run_1/gate_families.png
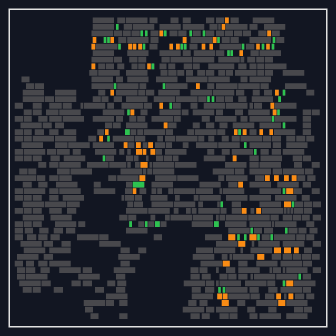
run_1/cell_classes.png
Scale bar: 50 um.
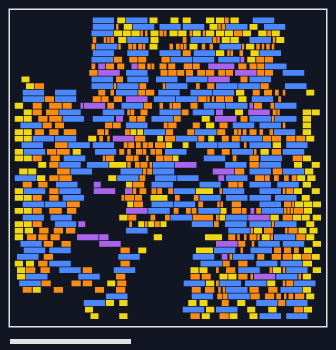
run_1/final_placement.png
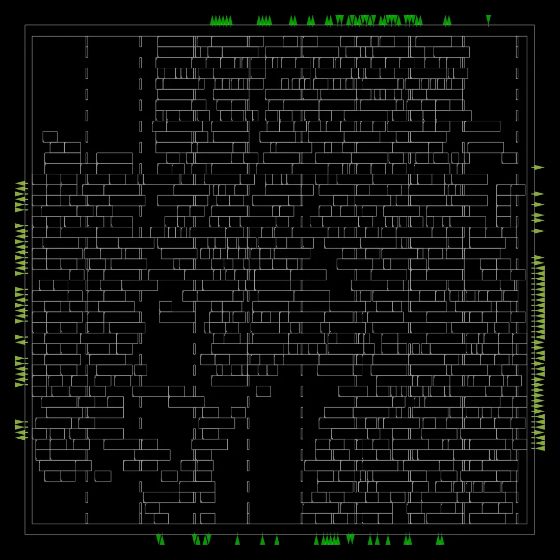
<file path="src/rtl/zbt_sample_packer_pkg.sv">
`default_nettype none
// ============================================================================
// Module   : zbt_sample_packer_pkg
// Purpose  : Shared widths, state encoding, read-tag type and the MSB-first
//            slot <-> field mapping for the ZBT sample packer.
// Revision : 1.0 - initial release
// ============================================================================
package zbt_sample_packer_pkg;

  localparam int SAMPLE_W     = 12;
  localparam int SLOTS        = 3;
  localparam int WORD_W       = SLOTS * SAMPLE_W;  // 36: three samples per word
  localparam int ADDR_W       = 19;
  localparam int READ_LATENCY = 2;

  // Slot numbers and the LSB of the field each slot owns (slot0 is the MSBs)
  localparam logic [1:0] SLOT0 = 2'd0;
  localparam logic [1:0] SLOT1 = 2'd1;
  localparam logic [1:0] SLOT2 = 2'd2;
  localparam int SLOT0_LSB = 2 * SAMPLE_W;  // [35:24]
  localparam int SLOT1_LSB = SAMPLE_W;      // [23:12]
  localparam int SLOT2_LSB = 0;             // [11:0]

  typedef enum logic [1:0] {
    ST_IDLE  = 2'd0,
    ST_RUN   = 2'd1,
    ST_FLUSH = 2'd2
  } state_e;

  // One entry of the playback timing line: which slot, and whether it is silence
  typedef struct packed {
    logic       valid;
    logic       silent;
    logic [1:0] slot;
  } rd_tag_t;

  function automatic logic [SAMPLE_W-1:0] get_field(input logic [WORD_W-1:0] w,
                                                    input logic [1:0]        slot);
    case (slot)
      SLOT0:   return w[SLOT0_LSB +: SAMPLE_W];
      SLOT1:   return w[SLOT1_LSB +: SAMPLE_W];
      default: return w[SLOT2_LSB +: SAMPLE_W];
    endcase
  endfunction

  function automatic logic [WORD_W-1:0] put_field(input logic [WORD_W-1:0]   w,
                                                  input logic [1:0]          slot,
                                                  input logic [SAMPLE_W-1:0] s);
    logic [WORD_W-1:0] r;
    r = w;
    case (slot)
      SLOT0:   r[SLOT0_LSB +: SAMPLE_W] = s;
      SLOT1:   r[SLOT1_LSB +: SAMPLE_W] = s;
      default: r[SLOT2_LSB +: SAMPLE_W] = s;
    endcase
    return r;
  endfunction

endpackage
`default_nettype wire

</file>
<file path="src/rtl/zbt_sample_packer_read_pipe.sv">
`default_nettype none
// ============================================================================
// Module   : zbt_read_pipe
// Purpose  : Shift line that follows each accepted playback sample. Stage
//            LATENCY-1 marks the edge where zbt_rdata is captured; stage
//            LATENCY marks the edge where sample_out is launched. A flush
//            kills every in-flight entry, including the ones due this edge.
// Revision : 1.0 - initial release
// ============================================================================
module zbt_read_pipe
  import zbt_sample_packer_pkg::*;
#(
  parameter int LATENCY = READ_LATENCY
) (
  input  logic    clk,
  input  logic    reset,
  input  logic    flush,
  input  rd_tag_t tag_in,
  output logic    capture,
  output rd_tag_t tag_out
);

  rd_tag_t stage_q [0:LATENCY];
  rd_tag_t stage_d [0:LATENCY];

  // Next state of the line: shift by one, or clear everything on flush
  always_comb begin
    for (int i = 0; i <= LATENCY; i++) stage_d[i] = '0;
    if (!flush) begin
      stage_d[0] = tag_in;
      for (int i = 1; i <= LATENCY; i++) stage_d[i] = stage_q[i-1];
    end
  end

  // Stage registers
  always_ff @(posedge clk or negedge reset) begin
    if (!reset) begin
      for (int i = 0; i <= LATENCY; i++) stage_q[i] <= '0;
    end else begin
      for (int i = 0; i <= LATENCY; i++) stage_q[i] <= stage_d[i];
    end
  end

  // Only a real slot0 read returns data worth keeping
  assign capture = !flush && stage_q[LATENCY-1].valid && !stage_q[LATENCY-1].silent
                   && (stage_q[LATENCY-1].slot == SLOT0);
  assign tag_out = flush ? '0 : stage_q[LATENCY];

endmodule
`default_nettype wire

</file>
<file path="src/rtl/zbt_sample_packer.sv">
`default_nettype none
// ============================================================================
// Module   : zbt_sample_packer
// Purpose  : Packs three 12-bit record samples into one 36-bit ZBT write, or
//            reads one ZBT word per three playback samples and unpacks it.
//            Playback keeps running after song_done, emitting silence strobes
//            so the AC97 path keeps its cadence; record flushes and idles.
// Revision : 1.0 - initial release
// ============================================================================
module zbt_sample_packer
  import zbt_sample_packer_pkg::*;
(
  input  logic                clk,
  input  logic                reset,
  input  logic                start_song,
  input  logic                record_mode,
  input  logic                song_done,
  input  logic [ADDR_W-1:0]   mem_address,
  input  logic                sample_valid,
  input  logic [SAMPLE_W-1:0] sample_in,
  output logic [SAMPLE_W-1:0] sample_out,
  output logic                sample_out_valid,
  output logic [ADDR_W-1:0]   zbt_addr,
  output logic                zbt_we,
  output logic [WORD_W-1:0]   zbt_wdata,
  input  logic [WORD_W-1:0]   zbt_rdata
);

  state_e              state_q, state_d;
  logic                rec_mode_q, rec_mode_d;
  logic [1:0]          slot_q, slot_d;
  logic [WORD_W-1:0]   pack_q, pack_d;
  logic [ADDR_W-1:0]   wa_q, wa_d;
  logic [WORD_W-1:0]   hold_q, hold_d;
  logic [SAMPLE_W-1:0] sample_out_q, sample_out_d;
  logic                sample_out_valid_q, sample_out_valid_d;
  logic [ADDR_W-1:0]   zbt_addr_q, zbt_addr_d;
  logic                zbt_we_q, zbt_we_d;
  logic [WORD_W-1:0]   zbt_wdata_q, zbt_wdata_d;

  rd_tag_t             tag_in;
  rd_tag_t             tag_out;
  logic                capture;
  logic [WORD_W-1:0]   packed_word;

  zbt_read_pipe #(.LATENCY(READ_LATENCY)) u_read_pipe (
    .clk     (clk),
    .reset   (reset),
    .flush   (start_song),
    .tag_in  (tag_in),
    .capture (capture),
    .tag_out (tag_out)
  );

  // Next-state logic: start_song overrides everything, then per-mode sequencing
  always_comb begin
    state_d            = state_q;
    rec_mode_d         = rec_mode_q;
    slot_d             = slot_q;
    pack_d             = pack_q;
    wa_d               = wa_q;
    hold_d             = capture ? zbt_rdata : hold_q;
    zbt_addr_d         = zbt_addr_q;
    zbt_we_d           = 1'b0;
    zbt_wdata_d        = zbt_wdata_q;
    tag_in             = '0;
    packed_word        = put_field(pack_q, slot_q, sample_in);
    sample_out_valid_d = tag_out.valid;
    sample_out_d       = sample_out_q;
    if (tag_out.valid) begin
      sample_out_d = tag_out.silent ? '0 : get_field(hold_q, tag_out.slot);
    end

    if (start_song) begin
      rec_mode_d = record_mode;
      slot_d     = SLOT0;
      pack_d     = '0;
      state_d    = ST_RUN;
    end else begin
      case (state_q)
        ST_RUN: begin
          if (rec_mode_q) begin
            if (song_done) begin
              // Write out whatever partial word exists, unused fields already 0
              slot_d = SLOT0;
              pack_d = '0;
              if (slot_q != SLOT0) begin
                state_d     = ST_FLUSH;
                zbt_we_d    = 1'b1;
                zbt_addr_d  = wa_q;
                zbt_wdata_d = pack_q;
              end else begin
                state_d = ST_IDLE;
              end
            end else if (sample_valid) begin
              if (slot_q == SLOT0) wa_d = mem_address;
              if (slot_q == SLOT2) begin
                zbt_we_d    = 1'b1;
                zbt_addr_d  = wa_q;
                zbt_wdata_d = packed_word;
                pack_d      = '0;
                slot_d      = SLOT0;
              end else begin
                pack_d = packed_word;
                slot_d = slot_q + 2'd1;
              end
            end
          end else if (sample_valid) begin
            tag_in.valid  = 1'b1;
            tag_in.silent = song_done;
            tag_in.slot   = slot_q;
            if ((slot_q == SLOT0) && !song_done) zbt_addr_d = mem_address;
            slot_d = (slot_q == SLOT2) ? SLOT0 : slot_q + 2'd1;
          end
        end
        ST_FLUSH: state_d = ST_IDLE;
        default:  state_d = ST_IDLE;
      endcase
    end
  end

  // State and registered outputs
  always_ff @(posedge clk or negedge reset) begin
    if (!reset) begin
      state_q            <= ST_IDLE;
      rec_mode_q         <= 1'b0;
      slot_q             <= SLOT0;
      pack_q             <= '0;
      wa_q               <= '0;
      hold_q             <= '0;
      sample_out_q       <= '0;
      sample_out_valid_q <= 1'b0;
      zbt_addr_q         <= '0;
      zbt_we_q           <= 1'b0;
      zbt_wdata_q        <= '0;
    end else begin
      state_q            <= state_d;
      rec_mode_q         <= rec_mode_d;
      slot_q             <= slot_d;
      pack_q             <= pack_d;
      wa_q               <= wa_d;
      hold_q             <= hold_d;
      sample_out_q       <= sample_out_d;
      sample_out_valid_q <= sample_out_valid_d;
      zbt_addr_q         <= zbt_addr_d;
      zbt_we_q           <= zbt_we_d;
      zbt_wdata_q        <= zbt_wdata_d;
    end
  end

  assign sample_out       = sample_out_q;
  assign sample_out_valid = sample_out_valid_q;
  assign zbt_addr         = zbt_addr_q;
  assign zbt_we           = zbt_we_q;
  assign zbt_wdata        = zbt_wdata_q;

endmodule
`default_nettype wire
</file>
<file path="config.mk">
export PLATFORM = sky130hd
export DESIGN_NAME = zbt_sample_packer
export DESIGN_NICKNAME = d
export VERILOG_FILES = /design/src/rtl/zbt_sample_packer_pkg.sv /design/src/rtl/zbt_sample_packer_read_pipe.sv /design/src/rtl/zbt_sample_packer.sv
export SDC_FILE = /design/constraint.sdc
export NUM_CORES = 1
export LEC_CHECK = 0
export CORE_MARGIN = 1.5
export CORE_UTILIZATION = 45
export CTS_BUF_LIST = sky130_fd_sc_hd__clkbuf_8 sky130_fd_sc_hd__clkbuf_16
export DETAILED_ROUTE_END_ITERATION = 7
export GPL_ROUTABILITY_DRIVEN = 0
export HOLD_SLACK_MARGIN = 0.12
export PLACE_DENSITY = 0.8
export SETUP_SLACK_MARGIN = 0.15
export SLEW_MARGIN = 20
export SYNTH_ARGS = -nofsm -noshare
export SYNTH_HDL_FRONTEND = slang
export SYNTH_SLANG_ARGS = --single-unit
</file>
<file path="constraint.sdc">
create_clock -name clk -period 2.7 [get_ports clk]
set_clock_uncertainty 0.2 [all_clocks]
set_input_delay 0.54 -clock clk [delete_from_list [all_inputs] [get_ports clk]]
set_output_delay 0.54 -clock clk [all_outputs]
set_load 0.03 [all_outputs]
</file>
==> out/notes.md, run 1 <==
The tools report the nature of the critical path endpoint as a flop. The number of gates resized after CTS was 0. The netlist uses 38 different library cells. The first-pass GRT wire length was 26.2 mm; the sequential cell area in the final layout was 4430 sq um. Final hold violation count: 0.

Setup repair after global routing left no endpoint under its margin. For this sky-water flow run, the detailed-routed wirelength per cell is reported as 17.7 um. STA classifies the critical path startpoint as a primary input. The tools report the number of multi-input combinational cells in the layout as 340.

The endpoint of the worst hold path is reported as u_read_pipe.stage_q[7]. For this run, design rule violations remaining after detail routing come to 0. With the sum of negative setup slack at 0 ns, the count of cells along the worst register-to-register path is 4.

A synthesized cell averages 13.1 sq um. As reported, the later end of the worst-skew pair has a clock insertion delay of 0.42 ns. After technology mapping, the gate count stands at 559.

The tools report the sequential element share of the synthesized area as 0.603. Looking at the reg2reg group, the worst path starts from state_q[1]. The endpoint of the worst-slack reg-to-reg timing path is wa_q[13]. For the layout clock buffer count, the log shows 17. The detailed router reports a met2 wire length of 8.09 mm. For this design, Yosys synthesis ends with a cell count of 559. Summing all placed instances gives a cell area of 9070 sq um.

Along the worst path, the maximum fanout reaches 19. The synthesized flop and latch total came out at 177. At the end of the flow, the number of nets in the layout was 773. With the violation tally from detailed-route iteration zero at 316, the relative area of non-clock buffer cells in the final design is 0.169. The number of setup violations in the final report was 0; the cell area after technology mapping was 7340 sq um. Input and output buffers added on the ports amount to 141. The tools report the initial standard-cell utilization of the core as 0.462. Most common cell in the synthesized netlist: dfrtp_1. TritonCTS built the clock tree.

The CTS log lists the clock sinks for this run as 177. Final instance area: 9640 sq um. Ranked by total area, the top cell class in this layout is registers.

The floorplan step defined a die boundary enclosing 17100 sq um. The die is 131 um wide. The synthesized design contains 0 enable-type register cells. For the pin with the worst max-slew slack, the measured transition is 0.517 ns. The synthesis run shows the most used standard cells to be 177 x dfrtp_1, 83 x mux2_2, 51 x nand2_1. For the total power, the log shows 7.72 mW. The proportion of cell area occupied by multi-input gates works out to 0.284.

According to the timing report, the critical path is captured at wa_q[13]. The synthesis report lists the Yosys warning total as 0. At floorplan, the net count of the design was reported as 632. dfrtp_1 takes more of the synthesized area than any other cell. The slack of the worst reg-to-reg path was 0.48 ns; the initial antenna violation count was 0. The total setup buffers inserted after CTS is 0, and the worst path buffer plus inverter count is 1. The cell family contributing the most delay on the critical path is simple AND/OR/NAND/NOR gates.

In the final routing, the length of wire on met1 measures 7.05 mm. The run finished with clean final reports. Leakage power: 4.31 nW.
## Picture notes: gate_families.png
color	family	cells
green	NAND gates	55
orange	inverting AOI/OAI gates	69

## Picture notes: cell_classes.png
color	class	cells	share of their area
purple	clock drivers and dummy loads	32	6.0%
orange	all other logic	343	29%
yellow	other buffers and delay cells	161	17%
blue	flops	177	47%

## Picture notes: final_placement.png
flop share of the area: 0.459
placement row count: 46
Flops: 177
final cell utilization of the core: 0.607

## run 1: power by group
group	total, mW	internal (mW)	switching [mW]
Combinational	1.94	0.989	0.951
Sequential	3.46	3.17	0.294
Clock	2.32	1.28	1.04
Total	7.72	5.43	2.29
## run 1: registers in the layout, indices dropped and copies added (netlist names)
register and cells:
pack_q 36, zbt_wdata 36, u_read_pipe.stage_q 12, sample_out_valid 1, rec_mode_q 1, zbt_addr 19
sample_out 12, state_q 2, wa_q 19, hold_q 36, zbt_we 1, slot_q 2
## run 1: logic make-up after synthesis
group / Yosys count / share of synthesized area
flops: 177 / 0.603
mux: 130 / 0.198
compound gates: 108 / 0.103
simple gates: 101 / 0.0675
buf+inv: 42 / 0.0268
xor+xnor: 1 / 0.00119
## Run 2: what changed since run 1
Settings changed: PLACE_DENSITY 0.8 to 0.71.
run_2/final_placement.png
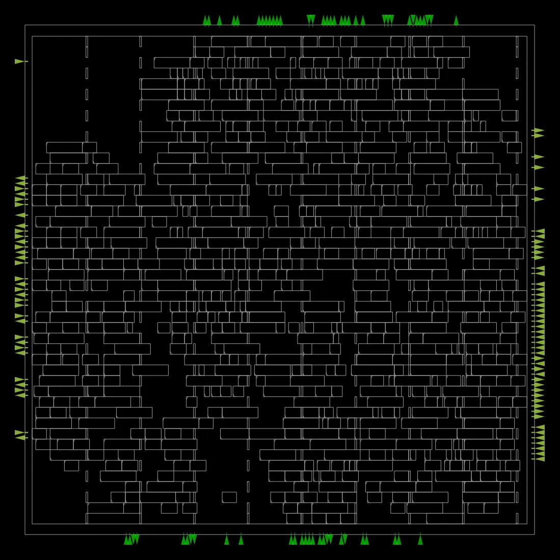
flop share of the area: 0.458
final standard cell count with taps included and fillers excluded: 932
final cell utilization of the core: 0.608
area of the core: 15900 sq um
FILL cells: 1253

==> out/notes.md, run 2 <==
The synthesized netlist contains 38 unique library cells. The post-route report lists met1 wire length as 7.06 mm. The total sequential power was 3.44 mW; the total setup buffers inserted after CTS was 0.

For the final routed database, the setup TNS stands at 0 ns. TritonCTS built the clock tree. The first-pass GRT wire length was 25.5 mm. Per the detail_route report, DRC violations left total 0.

The cell family contributing the most delay on the critical path is simple AND/OR/NAND/NOR gates. The run gives 0 as the final hold violation count. STA reports a reg2reg setup slack of 0.48 ns. The nature of the critical path endpoint is a flop. The die outline area was 17100 sq um. Looking at the reg2reg group, the worst path ends at wa_q[14]. The number of warnings issued by yosys was 0; the internal portion of total power was 5.43 mW. For this design the total switching power over the nets is 2.19 mW.

The count of buffers added on input and output ports is 141. The initial standard-cell utilization of the core was 0.462. The run gives 0.452 for the fraction of power consumed by sequential logic. The run gives 0 for the initial antenna violation count. The area added between synthesis and finish came out at 31.6%. With the I/O pin count at 142, the highest net fanout along the worst path is 19. The run gives 0.287 for the switching part of the total power. The count of cells along the worst register-to-register path works out to 4.

The run gives 0.254 for the proportion of power drawn by combinational gates. The run finished with clean final reports. The most common cell in the synthesized netlist was dfrtp_1.

Of all cell types, the one taking the most synthesized area is dfrtp_1. The run gives 17.2 um for the detail-routed net length per standard cell. The synthesized netlist occupies a cell area of 7340 sq um. The first routing iteration left 251 violations. The pin closest to its max-slew limit shows a slew of 0.546 ns.

The tools report the critical register-to-register path startpoint as state_q[1]. The worst path buffer plus inverter count came out at 1. In this run the core area contains 46 standard-cell rows.

The first element of the critical path is start_song. The largest share of the power goes to registers. The run gives 559 as the post-synthesis cell count from yosys.

The tools report the final instance area as 9660 sq um. The combinational-cell power consumption is 1.93 mW, and the total power is 7.62 mW. The fraction of power consumed by the clock network came out at 0.294.

In the hold report, the worst path ends at u_read_pipe.stage_q[4]. The synthesized flop and latch total works out to 177. The mean instance size in the synthesized netlist was 13.1 sq um. The number of sinks driven by the clock tree is 177. After the last flow step, the layout net total stands at 777. Per the detail_route log, the uppermost layer with routed signals is met4. The power report puts the leakage power at 4.33 nW. The clock network consumes a total of 2.24 mW.

For the number of cells produced by synthesis, the log shows 559. The run gives 0.42 ns as the clock latency at the later pin of the worst-skew pair. The tools report the met2 routed wirelength as 7.73 mm. Setup repair after global routing left no endpoint under its margin. According to the timing report, the critical path is captured at wa_q[14].
run_2/gate_families.png
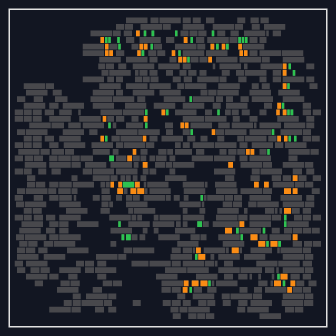
color	family	cells
green	NAND gates	55
orange	inverting AOI/OAI gates	69

run 2: cell counts after synthesis:
Identical to the previous run, type by type.
run 2: cell type report:
| cell class | instances | area [sq um] |
|---|---|---|
| fill | 1253 | 6220 |
| timing repair buffer | 165 | 1670 |
| inverter | 3 | 11.3 |
| clock buffer | 18 | 439 |
| tap | 216 | 270 |
| clock inverter | 13 | 98.8 |
| sequential | 177 | 4430 |
| multi-input combinational | 340 | 2740 |
run 2: kinds of logic after synthesis:
logic type	after synthesis	share of synthesized area
and+or+nand+nor	101	0.0675
DFF	177	0.603
xor gates and xnor gates	1	0.00119
buffers and inverters	42	0.0268
muxes	130	0.198
AOI/OAI and AO/OA	108	0.103
No activity file was given, so power comes from the tool's default toggle rates.
